--- src/rtl/button_debounce.sv ---
// -----------------------------------------------------------------------------
// button_debounce
//
// Debounces a raw, bouncing, low-active push button and turns it into a clean
// high-active level plus one-cycle strobes for press, release and long hold.
// The raw input is first brought into the clock domain through a two-flop
// synchronizer. A four-state FSM then requires DEBOUNCE_CYCLES of stable
// input before it accepts a press or a release. While a press is held, a
// saturating hold counter fires long_pulse once after LONG_CYCLES.
//
// Parameters
//   DEBOUNCE_CYCLES  stable-input time needed to accept a press/release (>= 2)
//   LONG_CYCLES      accepted-press hold time that fires long_pulse     (>= 1)
//
// Ports
//   clk            in   1  system clock, all state updates on rising edge
//   rst            in   1  synchronous, active-high reset
//   btnx           in   1  raw asynchronous button, 0 = pushed
//   btn_level      out  1  debounced button state, 1 = pressed
//   press_pulse    out  1  one-cycle strobe when a press is accepted
//   release_pulse  out  1  one-cycle strobe when a release is accepted
//   long_pulse     out  1  one-cycle strobe after LONG_CYCLES of accepted hold
//   press_count    out  8  accepted presses, modulo 256
// -----------------------------------------------------------------------------
module button_debounce #(
   parameter int unsigned DEBOUNCE_CYCLES = 240_000,
   parameter int unsigned LONG_CYCLES     = 24_000_000
) (
   input  logic       clk,
   input  logic       rst,
   input  logic       btnx,
   output logic       btn_level,
   output logic       press_pulse,
   output logic       release_pulse,
   output logic       long_pulse,
   output logic [7:0] press_count
);

   // Counters are just wide enough to hold their parameter value.
   localparam int unsigned DB_W   = $clog2(DEBOUNCE_CYCLES + 1);
   localparam int unsigned HOLD_W = $clog2(LONG_CYCLES + 1);

   localparam logic [DB_W-1:0]   DB_LAST  = DB_W'(DEBOUNCE_CYCLES - 1);
   localparam logic [HOLD_W-1:0] HOLD_MAX = HOLD_W'(LONG_CYCLES);

   typedef enum logic [1:0] {
      IDLE,
      PRESS_WAIT,
      PRESSED,
      RELEASE_WAIT
   } state_t;

   // --------------------------------------------------------------------------
   // Registers
   // --------------------------------------------------------------------------
   logic              r_sync1;
   logic              r_sync2;
   state_t            r_state;
   logic [DB_W-1:0]   r_db_cnt;
   logic [HOLD_W-1:0] r_hold_cnt;
   logic              r_long_fired;
   logic              r_btn_level;
   logic              r_press_pulse;
   logic              r_release_pulse;
   logic              r_long_pulse;
   logic [7:0]        r_press_count;

   // --------------------------------------------------------------------------
   // Next-state wires
   // --------------------------------------------------------------------------
   logic              w_pressed;
   state_t            w_state_next;
   logic [DB_W-1:0]   w_db_cnt_next;
   logic [HOLD_W-1:0] w_hold_cnt_next;
   logic [HOLD_W-1:0] w_hold_inc;
   logic              w_long_fired_next;
   logic              w_btn_level_next;
   logic              w_press_pulse_next;
   logic              w_release_pulse_next;
   logic              w_long_pulse_next;
   logic [7:0]        w_press_count_next;

   // --------------------------------------------------------------------------
   // Two-flop synchronizer. Both flops reset to 1 so that reset looks like a
   // released button and a held button must be debounced again afterwards.
   // --------------------------------------------------------------------------
   // NOTE: sequential state uses non-blocking (<=) so every flop samples the
   // pre-edge value of its source; blocking here would collapse the chain.
   always_ff @(posedge clk) begin
      if (rst) begin
         r_sync1 <= 1'b1;
         r_sync2 <= 1'b1;
      end else begin
         r_sync1 <= btnx;
         r_sync2 <= r_sync1;
      end
   end

   // Button is low active on the pin; internally 1 means pushed.
   assign w_pressed = ~r_sync2;

   // Saturating increment of the hold counter; it never wraps back to zero,
   // so a long_pulse cannot be re-armed by a counter overflow.
   assign w_hold_inc = (r_hold_cnt == HOLD_MAX) ? r_hold_cnt
                                                : r_hold_cnt + HOLD_W'(1);

   // --------------------------------------------------------------------------
   // FSM next-state and next-output logic
   // --------------------------------------------------------------------------
   // NOTE: every signal assigned in this block gets a default first, so no
   // path through the case leaves one unassigned and no latch is inferred.
   always_comb begin
      w_state_next         = r_state;
      w_db_cnt_next        = r_db_cnt;
      w_hold_cnt_next      = r_hold_cnt;
      w_long_fired_next    = r_long_fired;
      w_btn_level_next     = r_btn_level;
      w_press_pulse_next   = 1'b0;
      w_release_pulse_next = 1'b0;
      w_long_pulse_next    = 1'b0;
      w_press_count_next   = r_press_count;

      case (r_state)
         IDLE: begin
            if (w_pressed) begin
               w_state_next  = PRESS_WAIT;
               w_db_cnt_next = '0;
            end
         end

         PRESS_WAIT: begin
            if (!w_pressed) begin
               // Bounce: drop back without any strobe.
               w_state_next  = IDLE;
               w_db_cnt_next = '0;
            end else if (r_db_cnt == DB_LAST) begin
               // Input has been stable long enough: accept the press.
               w_state_next       = PRESSED;
               w_db_cnt_next      = '0;
               w_btn_level_next   = 1'b1;
               w_press_pulse_next = 1'b1;
               w_press_count_next = r_press_count + 8'd1;
               w_hold_cnt_next    = '0;
               w_long_fired_next  = 1'b0;
            end else begin
               w_db_cnt_next = r_db_cnt + DB_W'(1);
            end
         end

         PRESSED: begin
            // The hold counter only advances here. Keeping long_pulse out of
            // RELEASE_WAIT guarantees it never coincides with release_pulse.
            w_hold_cnt_next = w_hold_inc;
            if ((w_hold_inc == HOLD_MAX) && !r_long_fired) begin
               w_long_pulse_next = 1'b1;
               w_long_fired_next = 1'b1;
            end
            if (!w_pressed) begin
               w_state_next  = RELEASE_WAIT;
               w_db_cnt_next = '0;
            end
         end

         RELEASE_WAIT: begin
            if (w_pressed) begin
               // Release bounce: resume the press as if nothing happened;
               // hold counter and long-fired flag carry over.
               w_state_next  = PRESSED;
               w_db_cnt_next = '0;
            end else if (r_db_cnt == DB_LAST) begin
               w_state_next         = IDLE;
               w_db_cnt_next        = '0;
               w_btn_level_next     = 1'b0;
               w_release_pulse_next = 1'b1;
            end else begin
               w_db_cnt_next = r_db_cnt + DB_W'(1);
            end
         end

         default: begin
            w_state_next  = IDLE;
            w_db_cnt_next = '0;
         end
      endcase
   end

   // --------------------------------------------------------------------------
   // FSM state and registered outputs. Reset wins over every state, and since
   // it forces all strobes low a reset while pressed never emits a release.
   // --------------------------------------------------------------------------
   always_ff @(posedge clk) begin
      if (rst) begin
         r_state         <= IDLE;
         r_db_cnt        <= '0;
         r_hold_cnt      <= '0;
         r_long_fired    <= 1'b0;
         r_btn_level     <= 1'b0;
         r_press_pulse   <= 1'b0;
         r_release_pulse <= 1'b0;
         r_long_pulse    <= 1'b0;
         r_press_count   <= 8'h00;
      end else begin
         r_state         <= w_state_next;
         r_db_cnt        <= w_db_cnt_next;
         r_hold_cnt      <= w_hold_cnt_next;
         r_long_fired    <= w_long_fired_next;
         r_btn_level     <= w_btn_level_next;
         r_press_pulse   <= w_press_pulse_next;
         r_release_pulse <= w_release_pulse_next;
         r_long_pulse    <= w_long_pulse_next;
         r_press_count   <= w_press_count_next;
      end
   end

   assign btn_level     = r_btn_level;
   assign press_pulse   = r_press_pulse;
   assign release_pulse = r_release_pulse;
   assign long_pulse    = r_long_pulse;
   assign press_count   = r_press_count;

endmodule

--- config.mk ---
export PLATFORM = sky130hd
export DESIGN_NAME = button_debounce
export DESIGN_NICKNAME = d
export VERILOG_FILES = /design/src/rtl/button_debounce.sv
export SDC_FILE = /design/constraint.sdc
export NUM_CORES = 1
export LEC_CHECK = 0
export CORE_MARGIN = 2
export CORE_UTILIZATION = 55
export DETAILED_ROUTE_END_ITERATION = 12
export PLACE_DENSITY = 0.84
export SLEW_MARGIN = 20
export SYNTH_ARGS = -nofsm -noshare
export SYNTH_HDL_FRONTEND = slang
export SYNTH_SLANG_ARGS = --single-unit
--- constraint.sdc ---
create_clock -name clk -period 5.4 [get_ports clk]
set_input_delay 1.62 -clock clk [delete_from_list [all_inputs] [get_ports clk]]
set_output_delay 1.62 -clock clk [all_outputs]
set_load 0.1 [all_outputs]
Figure 1. Placed standard cells (run 1).
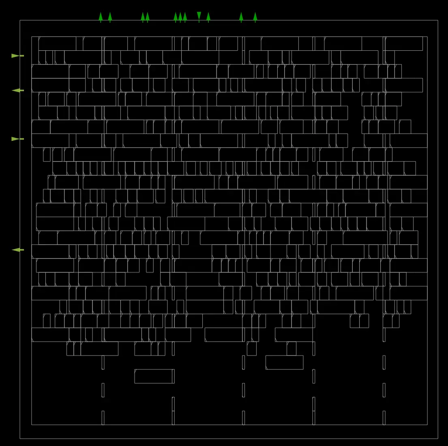
non-filler instance count after layout: 512
Finished Core Util: 61.4%
Filler Cell Count: 524
sequential share of cell area: 33.1%

Figure 2. Clock wires, drivers and flops (run 1).
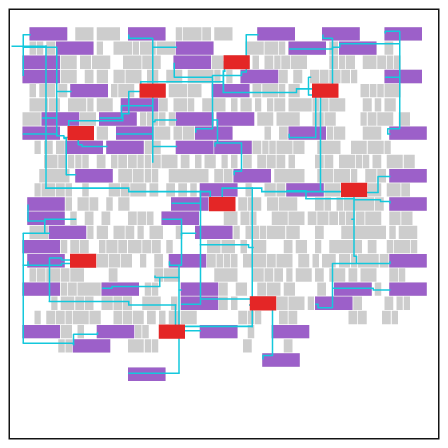
red -> cells driving clock nets  # count 9
cyan -> clock wires  # length 843 um
purple -> flip-flops  # count 60
flops lie = widely spread

Figure 3. Logic cells by family (run 1).
The bar under the picture is 20 um long.
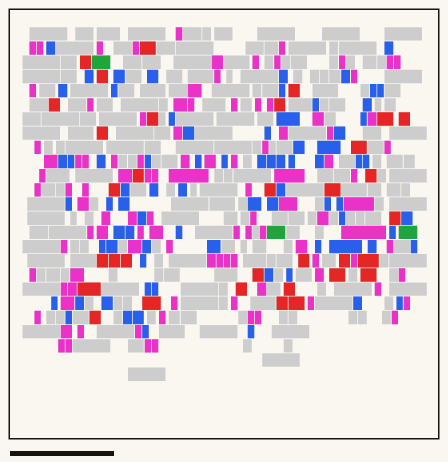
magenta -> NOR gates  # cells 103
red -> AND and OR gates  # cells 33
green -> multiplexers  # cells 3
blue -> NAND gates  # cells 76

==> metrics.cfg, run 1 <==
[run_status]
status = finished clean

[synth]
ys_ff = 60
yosys_warnings = 0
synth_adder_area_share_pct = 1.49
simple_gate_share_pct = 34.1
logic_family = simple AND/OR/NAND/NOR gates
edf_count = 0
ys_seq_share_pct = 35.8
ff_type = dfxtp_1
top_cells_by_count = nor2_1, dfxtp_1, a21oi_1, nand2_1, o21ai_0
syn_area_per_cell_um2 = 7.77
yosysChipArea_um2 = 3360
most_common_cell = nor2_1

[layout]
ff_count = 60
clkbuf_count = 11
nets = 439
final-nonclk-buf-share_pct = 3.72
regMostFlops = r_hold_cnt
final_cell_mix = nor2_1, dfxtp_1, a21oi_1
finalInstanceArea_um2 = 3630
comb_share_pct = 55.3
final-clk-cell-share_pct = 4.65
seq_area_um2 = 1200
nMultiInputCombCells = 340
n_antenna_cell = 0

[final_timing]
finalHoldViolCount = 0
fin_setup_tns_ns = 0
postLayoutSetupSlackWorst_ns = 1.83
post-route-period-util_pct = 66.0
max_freq_mhz = 280
slew_viol_final = 0
max_slew_margin_pct = 26.9

[worst_setup_path]
reg2reg_depth = 7
cp_max_fo = 6
max_stage_delay_ns = 1.17
crit_chain = clkdlybuf4s50_1
cp_num_buf_inv = 1
crit_arrival_ns = 1.95
crit_path_end_kind = output port
cp_top_family = buffers and inverters
r2r_setup_slack_ns = 2.75
r2r-start = r_hold_cnt[1]$_SDFFE_PP0P_
required_ns = 3.78

[run]
maxCapViolations = 0
openroad.warnings = 27

[power_and_ir_drop]
ir_worst_vdd_uv = 234
p_clk_share_pct = 43.1
pg_comb_mw = 0.0234
power_density_nw_per_um2 = 227
p_clk_mw = 0.355
pwr-share-seq_pct = 54.0
p_sw_mw = 0.199

[floorplanning]
die-area_um2 = 6740
fp_util_pct = 56.7
core_area_um2 = 5920
die-height_um = 82.1
fp.dieW_um = 82.1

[route]
ant_nets = 0
route.final.wire_length_um = 7320
dr.pass1.iters = 5
drcViolationCount = 0
highest_layer = met4
wl_met2_um = 3560
routed-wl-met3_um = 386

[clock_tree]
ctsHoldBuffers = 0
post_cts_buffers = 0
clockRootBuffer = clkbuf_8
cts_tree = done
cts_max_path_buffers = 2

[worst_hold_path]
hold_end = r_sync2$_SDFF_PP1_
hold_path.startpoint = r_sync1$_SDFF_PP1_

[grt]
met3_usage_pct = 7.93
grt_start_max_net_pins = 61
antenna_found_initial = 0
use_met1_pct = 28.2

[placement]
dp_slack_ns = 2.20
place_inst = 496
io_buffers = 14
place.gp.congestion = 0.820

Figure 4. Signal metal coverage by tile (run 1).
The die is cut into 16 by 16 equal tiles; black is low, pale yellow is high, scaled to the fullest tile. Values are wire area over tile area, all layers added.
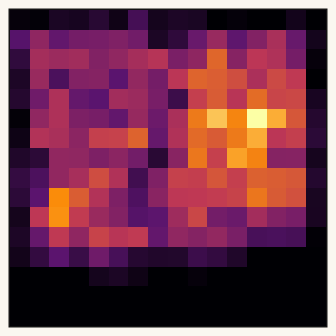

==> inputs of run 2 (changes only) <==
- PLACE_DENSITY: 0.84 -> 0.86
- clock period: 5.4 -> 2.9 ns (I/O delays scaled with it)
Figure 5. Signal metal coverage by tile (run 2).
The die is cut into 16 by 16 equal tiles; black is low, pale yellow is high, scaled to the fullest tile. Values are wire area over tile area, all layers added.
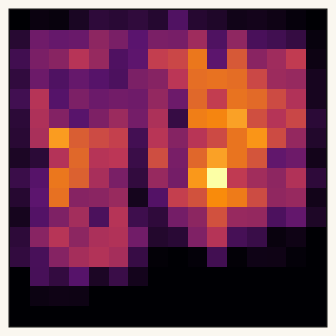
tiles over half the peak = 18%
mean over tiles = 0.19
emptiest ninth of the die = bottom right

==> run 2 against run 1 <==
Area after synthesis unchanged. Combinational power up 97%. Synthesized cell count unchanged. Clock skew is essentially flat. Clock power up 120%. Global-route usage is 1.1 points higher. Die size stayed put. Sequential power rose by 86%. Setup slack got worse by 1.4 ns. Routed wire length is 6.0% higher. Clock-buffer cell count is the same.
==> metrics.cfg, run 2 <==
[final_timing]
max_slew_margin_pct = 50.3  ; +23 points
slew_viol_final = 0  ; unchanged
finalHoldViolCount = 0  ; unchanged
post-route-period-util_pct = 84.1
max_freq_mhz = 410
fin_setup_tns_ns = 0  ; unchanged

[worst_setup_path]
reg2reg_depth = 7  ; unchanged
cp_max_fo = 8  ; +2
r2r_setup_slack_ns = 0.46  ; -2.29 ns
crit_chain = ha_1 > and4_1 > and4_1 > o2111ai_1 > nor4_1 > nand4_1 > a211oi_2
cp_top_family = simple AND/OR/NAND/NOR gates
max_stage_delay_ns = 0.44  ; -0.73 ns
r2r-start = r_hold_cnt[1]$_SDFFE_PP0P_
required_ns = 3.17  ; -0.61 ns
cp_num_buf_inv = 0  ; -1
crit_path_end_kind = register

[placement]
place_inst = 499  ; +0.60%
place.gp.congestion = 0.922  ; +12%
io_buffers = 14  ; unchanged
dp_slack_ns = 0.516  ; -1.69 ns

[power_and_ir_drop]
p_sw_mw = 0.367  ; +84%
pg_comb_mw = 0.0461  ; +97%
power_density_nw_per_um2 = 448  ; +97%
p_clk_mw = 0.768  ; +120%
ir_worst_vdd_uv = 518  ; +120%
pwr-share-seq_pct = 50.5  ; -3.5 points
p_clk_share_pct = 46.7  ; +3.6 points

[floorplanning]
fp.dieW_um = 82.1  ; unchanged
core_area_um2 = 5920  ; unchanged
die-height_um = 82.1  ; unchanged
fp_util_pct = 56.7  ; unchanged
die-area_um2 = 6740  ; unchanged

[worst_hold_path]
hold_path.startpoint = r_sync1$_SDFF_PP1_
hold_end = r_sync2$_SDFF_PP1_

[grt]
met3_usage_pct = 6.41  ; -1.5 points
use_met1_pct = 29.0  ; +0.76 points
grt_start_max_net_pins = 35  ; -43%
antenna_found_initial = 0  ; unchanged

[synth]
ys_seq_share_pct = 35.8  ; unchanged
synth_adder_area_share_pct = 1.49  ; unchanged
yosysChipArea_um2 = 3360  ; unchanged
most_common_cell = nor2_1
ys_ff = 60  ; unchanged
simple_gate_share_pct = 34.1  ; unchanged
ff_type = dfxtp_1
edf_count = 0  ; unchanged
top_cells_by_count = nor2_1, dfxtp_1, a21oi_1, nand2_1, o21ai_0
yosys_warnings = 0  ; unchanged

[route]
highest_layer = met4
drcViolationCount = 0  ; unchanged

[layout]
nFillCells = 498  ; -5.0%
clkbuf_count = 11  ; unchanged
stdcell_count = 514  ; +0.39%
seq_area_um2 = 1200  ; unchanged
final-nonclk-buf-share_pct = 3.82  ; +0.10 points
comb_share_pct = 54.7  ; -0.55 points
nets = 442  ; +0.68%
final_cell_mix = nor2_1, dfxtp_1, a21oi_1
ff_count = 60  ; unchanged
finalInstanceArea_um2 = 3670  ; +1.0%
final_util_pct = 62.0  ; +0.61 points
regMostFlops = r_hold_cnt
nMultiInputCombCells = 340  ; unchanged
sh_seq_area_pct = 32.7  ; -0.33 points

[clock_tree]
ctsHoldBuffers = 0  ; unchanged
cts_max_path_buffers = 2  ; unchanged
cts_tree = done
clockRootBuffer = clkbuf_8

[run]
openroad.warnings = 27  ; unchanged
maxCapViolations = 0  ; unchanged

[run_status]
status = finished clean

Figure 6. Logic cells by family (run 2).
The bar under the picture is 20 um long.
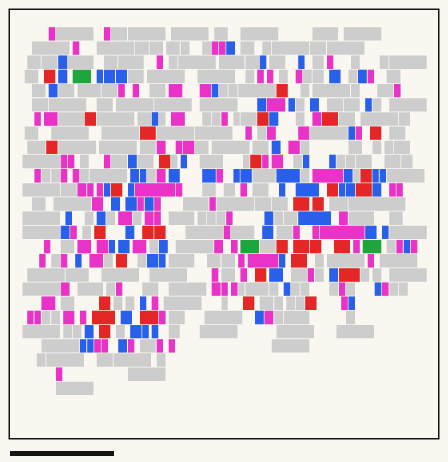
red -> AND and OR gates  # cells 33
blue -> NAND gates  # cells 76
green -> multiplexers  # cells 3
magenta -> NOR gates  # cells 103

Figure 7. Clock wires, drivers and flops (run 2).
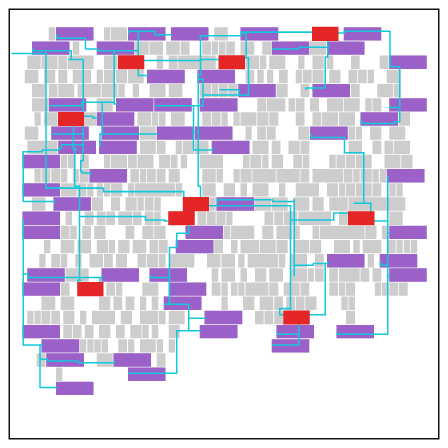

==> inputs of run 3 (changes only) <==
- clock period: 2.9 -> 2 ns (I/O delays scaled with it)
Figure 8. Clock wires, drivers and flops (run 3).
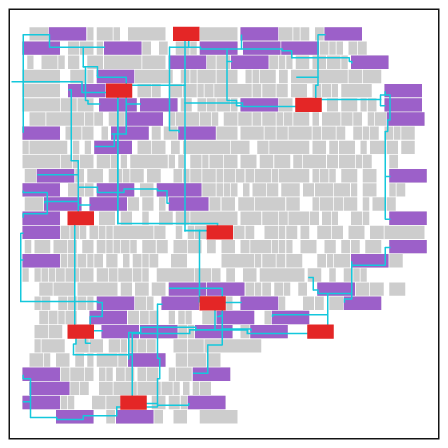
red -> cells driving clock nets  # count 9
purple -> flip-flops  # count 60
cyan -> clock wires  # length 803 um
flops lie = widely spread
routed clock nets = 10

Figure 9. A small window of the routed layout (run 3).
The bar under the picture is 10 um long. Region (29, 12) to (54, 37) um. Cells in grey, sequential cells in the stronger grey; small squares are vias.
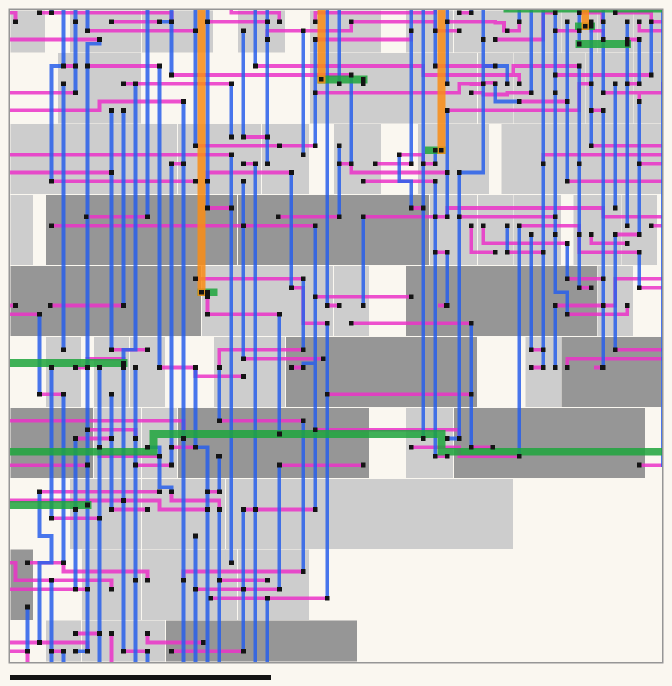
orange -> met4
magenta -> met1
green -> met3
blue -> met2
sequential cells in the window = 9
cells with their middle in the window = 54
netlist names of flops here include = r_hold_cnt (5), r_db_cnt (4)
most frequent = dfxtp_1 (9)

==> run 3 against run 2 <==
The flow now finishes with violations (setup timing). Clock-buffer cell count is the same. Fmax up 19%. Clock power rose by 54%. First-iteration DRC count grew 48%. Area after synthesis is the same.
==> metrics.cfg, run 3 <==
[grt]
grt_start_max_net_pins = 32  ; -8.6%
grt_pass1_wl_um = 14800
first_global_vias = 3220
grt.total_usage_pct = 29.0
use_met1_pct = 33.4  ; +4.5 points
antenna_found_initial = 0  ; unchanged
met3_usage_pct = 8.26  ; +1.8 points
top_usage_layer = met2
globalRouteMet2Util_pct = 49.2

[layout]
layout_top_cell = nor2_1
top_area_cell_class = logic gates
final-nonclk-buf-share_pct = 16.8  ; +13 points
syn_to_final_growth_pct = 31.2
final_cell_mix = nor2_1, buf_4, dfxtp_1
regMostFlops = r_hold_cnt
ff_count = 60  ; unchanged
n_antenna_cell = 0
non_clock_inverter_count = 7
sh_seq_area_pct = 27.4  ; -5.3 points
final-clk-cell-share_pct = 4.69
final_util_pct = 74.4  ; +12 points
nMultiInputCombCells = 340  ; unchanged
logic_area_um2 = 2130
comb_share_pct = 48.4  ; -6.4 points
seq_area_um2 = 1210  ; +0.52%
drive_gt1_share_pct = 24.9
nets = 500  ; +13%
nFillCells = 377  ; -24%
finalInstanceArea_um2 = 4400  ; +20%
buffers_excl_clock = 75
clkbuf_count = 11  ; unchanged
stdcell_count = 572  ; +11%

[final_timing]
max_slew_margin_pct = 65.8  ; +15 points
finalSetupViolCount = 2
post-route-period-util_pct = 103  ; +18 points
finalHoldViolCount = 0  ; unchanged
clock_skew_ns = 0.0112
slew_viol_final = 0  ; unchanged
holdWs_ns = 0.420
max_freq_mhz = 487  ; +19%
period_minus_slack_ns = 2.05
worst_slew_pin_slew_ns = 0.513
fin_setup_tns_ns = -0.0979  ; -0.0979 ns
postLayoutSetupSlackWorst_ns = -0.0524

[route]
drcViolationCount = 0  ; unchanged
routed-wl-met3_um = 705
dr.pass1.iters = 5
routed_via_density = 6.30
highest_layer = met4
vias = 3603
wl_met2_um = 4910
drt_iter0_drc = 311
route.final.wire_length_um = 9780
routedWlPerCell_um = 17.1
wirelength_met1_um = 3740

[placement]
io_buffers = 14  ; unchanged
place_inst = 552  ; +11%
place.gp.congestion = 0.915  ; -0.73%
dp_slack_ns = -0.106  ; -0.622 ns
dpl-instance-area_um2 = 4050

[synth]
edf_count = 0  ; unchanged
synth_area_um2 = 3360
logic_family = simple AND/OR/NAND/NOR gates
ys_seq_share_pct = 35.8  ; unchanged
largest_area_cell = dfxtp_1
ys_types = 52
synth.net_count = 439
simple_gate_share_pct = 34.1  ; unchanged
ys_sh_xor_pct = 4.70
ff_type = dfxtp_1
synthCells = 432
top_cells_by_count = nor2_1, dfxtp_1, a21oi_1, nand2_1, o21ai_0
synth_adder_area_share_pct = 1.49  ; unchanged
ys_sh_aoi_pct = 18.7
yosysChipArea_um2 = 3360  ; unchanged
yosysCellCount = 432
ys_ff = 60  ; unchanged
most_common_cell = nor2_1
ys_sh_mux_pct = 0.895
yosys_warnings = 0  ; unchanged
syn_area_per_cell_um2 = 7.77

[floorplanning]
die-height_um = 82.1  ; unchanged
fp.dieW_um = 82.1  ; unchanged
die-area_um2 = 6740  ; unchanged
io_pins = 15
num_tap_cells = 75
core_area_um2 = 5920  ; unchanged
fp_util_pct = 56.7  ; unchanged
rows = 28

[power_and_ir_drop]
combPwrFrac_pct = 3.1
power_leakage_nw = 1.68
pg_comb_mw = 0.0752  ; +63%
p_sw_mw = 0.547  ; +49%
intPower_mw = 1.92
p_clk_mw = 1.18  ; +54%
pwr-share-seq_pct = 48.8  ; -1.7 points
ir_worst_vdd_uv = 545  ; +5.2%
swShare_pct = 22.2
top_power_group = sequential cells
sequentialPower_mw = 1.20
power_density_nw_per_um2 = 559  ; +25%
p_clk_share_pct = 48.1  ; +1.4 points
power.total_mw = 2.46

[clock_tree]
post_cts_buffers = 1
cts_max_path_buffers = 2  ; unchanged
cts_resized = 8
clockRootBuffer = clkbuf_8
clkLatencyLatePin_ns = 0.36
clkSinkCount = 60
ctsHoldBuffers = 0  ; unchanged
cts_buffers = 9
cts.clk_slew.worst_paths_ns = 0.07
cts_tree = done
htreeDepth = 3

[worst_setup_path]
crit_chain = inv_4 > ha_4 > nor4b_4 > nand4_1 > nor3_4 > mux2i_1 > nor4_1 > nand4_1 > buf_4 > nor2_4
r2r_setup_slack_ns = -0.05  ; -0.51 ns
cp_slowest_cell = dfxtp_4
crit_cells = 10
required_ns = 2.30  ; -0.87 ns
r2r-start = r_hold_cnt[0]$_SDFFE_PP0P_
cp_max_fo = 6  ; -2
reg2reg_depth = 10  ; +3
cp_common_cell = nand4_1
endpoint = long_pulse$_SDFF_PP0_
critPathKind = reg2reg
cp_top_family = simple AND/OR/NAND/NOR gates
cp_num_buf_inv = 2  ; +2
max_stage_delay_ns = 0.38  ; -0.06 ns
rr_endpoint = long_pulse$_SDFF_PP0_
start_kind = register
crit_start = r_hold_cnt[0]$_SDFFE_PP0P_
crit_path_end_kind = register

[run_status]
violations = setup timing
status = finished with violations

[worst_hold_path]
hold_path.startpoint = r_sync1$_SDFF_PP1_
hold_end = r_sync2$_SDFF_PP1_
hold_path.class = reg2reg

[run]
maxCapViolations = 0  ; unchanged
openroad.warnings = 28  ; +3.7%

No activity file was given, so power comes from the tool's default toggle rates.
